**Routed metal per tile**

Scale: 4 px per um. 19 x 14 tiles, from black (low) to pale yellow (high), scaled to the fullest tile. Values are wire area over tile area, all layers added.
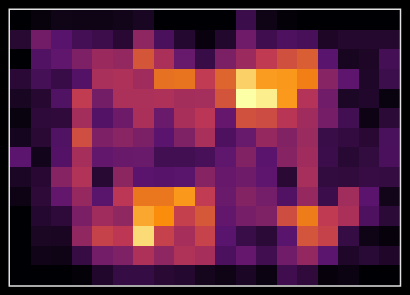
**Met3 routing**

Scale: 4 px per um.
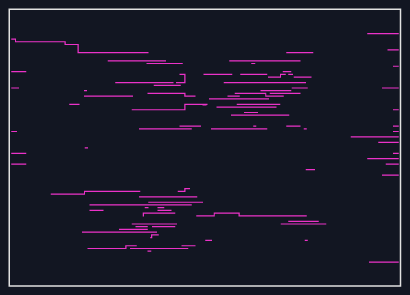
**The clock network**

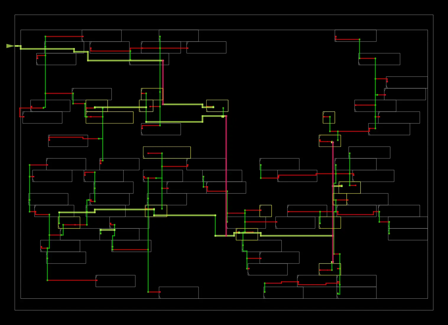
**Register map, names as in the netlist**

Scale: 4 px per um. Other sequential cells in the stronger gray, the rest of the logic in the fainter gray.
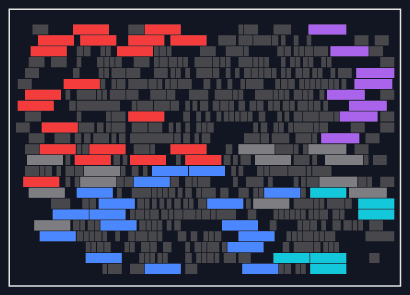
Design alpha_display_mux_flat, sky130hd; sources not shown.
==> qor.yml <==
global_route:
  grt_overflow_total: 0
  globalRouteTotalUtil: 0.241
  first_global_vias: 2693
logic_synthesis:
  muxShareOfSynthArea: 0.0379
  postSynthAreaPerCell_um2: 8.19
  synth_simple_gate_area_share: 0.312
  post_synth_xor_area_fraction: 0.0172
  total_standard_cell_area_after_synthesis_um2: 3570
  postSynthSeqShare: 0.446
place:
  dp_hpwl_um: 5420
  io_buffers: 25
final_layout:
  most-common-layout-cells: "130 x sky130_fd_sc_hd__nand2_1, 51 x sky130_fd_sc_hd__dfrtp_1, 48 x sky130_fd_sc_hd__inv_1"
  antennaDiodeCount: 0
  layout.area.seq_um2: 1590
critical_path:
  criticalPathCategory: "flop to primary output"
  path_depth: 1
timing:
  finalSetupViolations: 0
  report.final.slew_viol_count: 0
  max_freq_ghz: 0.348
  grt_setup_unrepaired: "false"
outcome:
  outcome: "complete, no violations"
routing:
  detail_route.wl_per_cell_um: 13.4
floorplan:
  die_height_um: 68.8
power:
  p_leak_nw: 2.05
clock_network:
  clk_pin_slew_worst_paths_ps: 70
worst_hold_path:
  min_path_cells: 1
Notes on 'routed metal per tile' above:
fullest tile: 0.67
tiles over half the peak: 14%
mean over tiles: 0.18
nearly empty tiles: 8.6%
via count of the routed design: 3005
Routed WL: 7390 um

Notes on 'met3 routing' above:
share of all routed wire: 8.5%
longest straight run: 25.3 um
wire length on this layer: 626 um
nets with wire on the layer: 65
main direction: horizontal
fraction of met3 tracks used by global routing: 0.0685

Notes on 'the clock network' above:
P_clk: 0.526 mW
number of buffers added by the clock tree synthesis step: 9
number of clock sinks: 63

Notes on 'register map, names as in the netlist' above:
legend:
  cyan:
    signal: `u_core.frame_q`
    flops: 6
    where: south-east
  red:
    signal: `u_core.code_q`
    flops: 20
  blue:
    signal: `u_core.ref_q`
    flops: 17
  purple:
    signal: `u_core.seg`
    flops: 8
not colored: 12
sequential share of cell area: 0.382
final core occ: 0.702

power breakdown:
group          switching (mW)  internal, mW
combinational           0.162         0.110
clock                   0.217         0.309
sequential             0.0300         0.585
per-stage QoR:
| stage | setup slack [ps] | hold slack [ps] | utilization | power [mW] |
|---|---|---|---|---|
| after floorplan | 2470 | 232 | - | 0.811 |
| after global placement | 345 | 253 | 0.660 | 0.884 |
| after detailed placement | 1860 | 253 | 0.663 | 0.892 |
| after CTS | 1900 | 269 | 0.702 | 1.42 |
| after global routing | 1900 | 286 | 0.702 | 1.48 |
| final | 1930 | 269 | 0.702 | 1.41 |
cell type report:
type                    instances  share of cell area
clock buffers                  10              0.0331
clock inverters                 6              0.0222
well taps                      75              0.0225
flip-flops and latches         63               0.382
plain buffers                  11              0.0222
inverters                      52              0.0481
repair buffers                 26              0.0643
multi-input cells             310               0.405
synthesized netlist by cell type (all sizes together):
master	number	share of area
a21oi	12	0.017
nand4	11	0.019
nand3	45	0.077
o21bai	1	0.0021
ha	14	0.049
xor2	7	0.017
o22ai	3	0.0053
nor3	7	0.0098
nor4	2	0.0035
inv	52	0.056
o21ai	23	0.032
nor3b	1	0.0021
mux2	12	0.038
clkbuf	2	0.0021
and3	1	0.0018
nand2	140	0.16
dfrtp	51	0.36
buf	9	0.024
or2	2	0.0035
dfstp	12	0.088
nor2	29	0.036
layer usage:
metal	track usage	wire, um	up-vias
li1	-	-	1476
met1	0.342	3570	1374
met2	0.359	3080	141
met3	0.0685	626	14
met4	0.0827	106	0
met5	0	0	-
kinds of logic (layout without fill, tap and decap cells):
logic type | count (synthesis) | count (layout)
mux | 12 | 12
xor+xnor | 7 | 7
compound gates | 39 | 39
simple gates | 238 | 238
buf+inv | 63 | 105
fa+ha+maj | 14 | 14
flops | 63 | 63
No activity file was given, so power comes from the tool's default toggle rates.
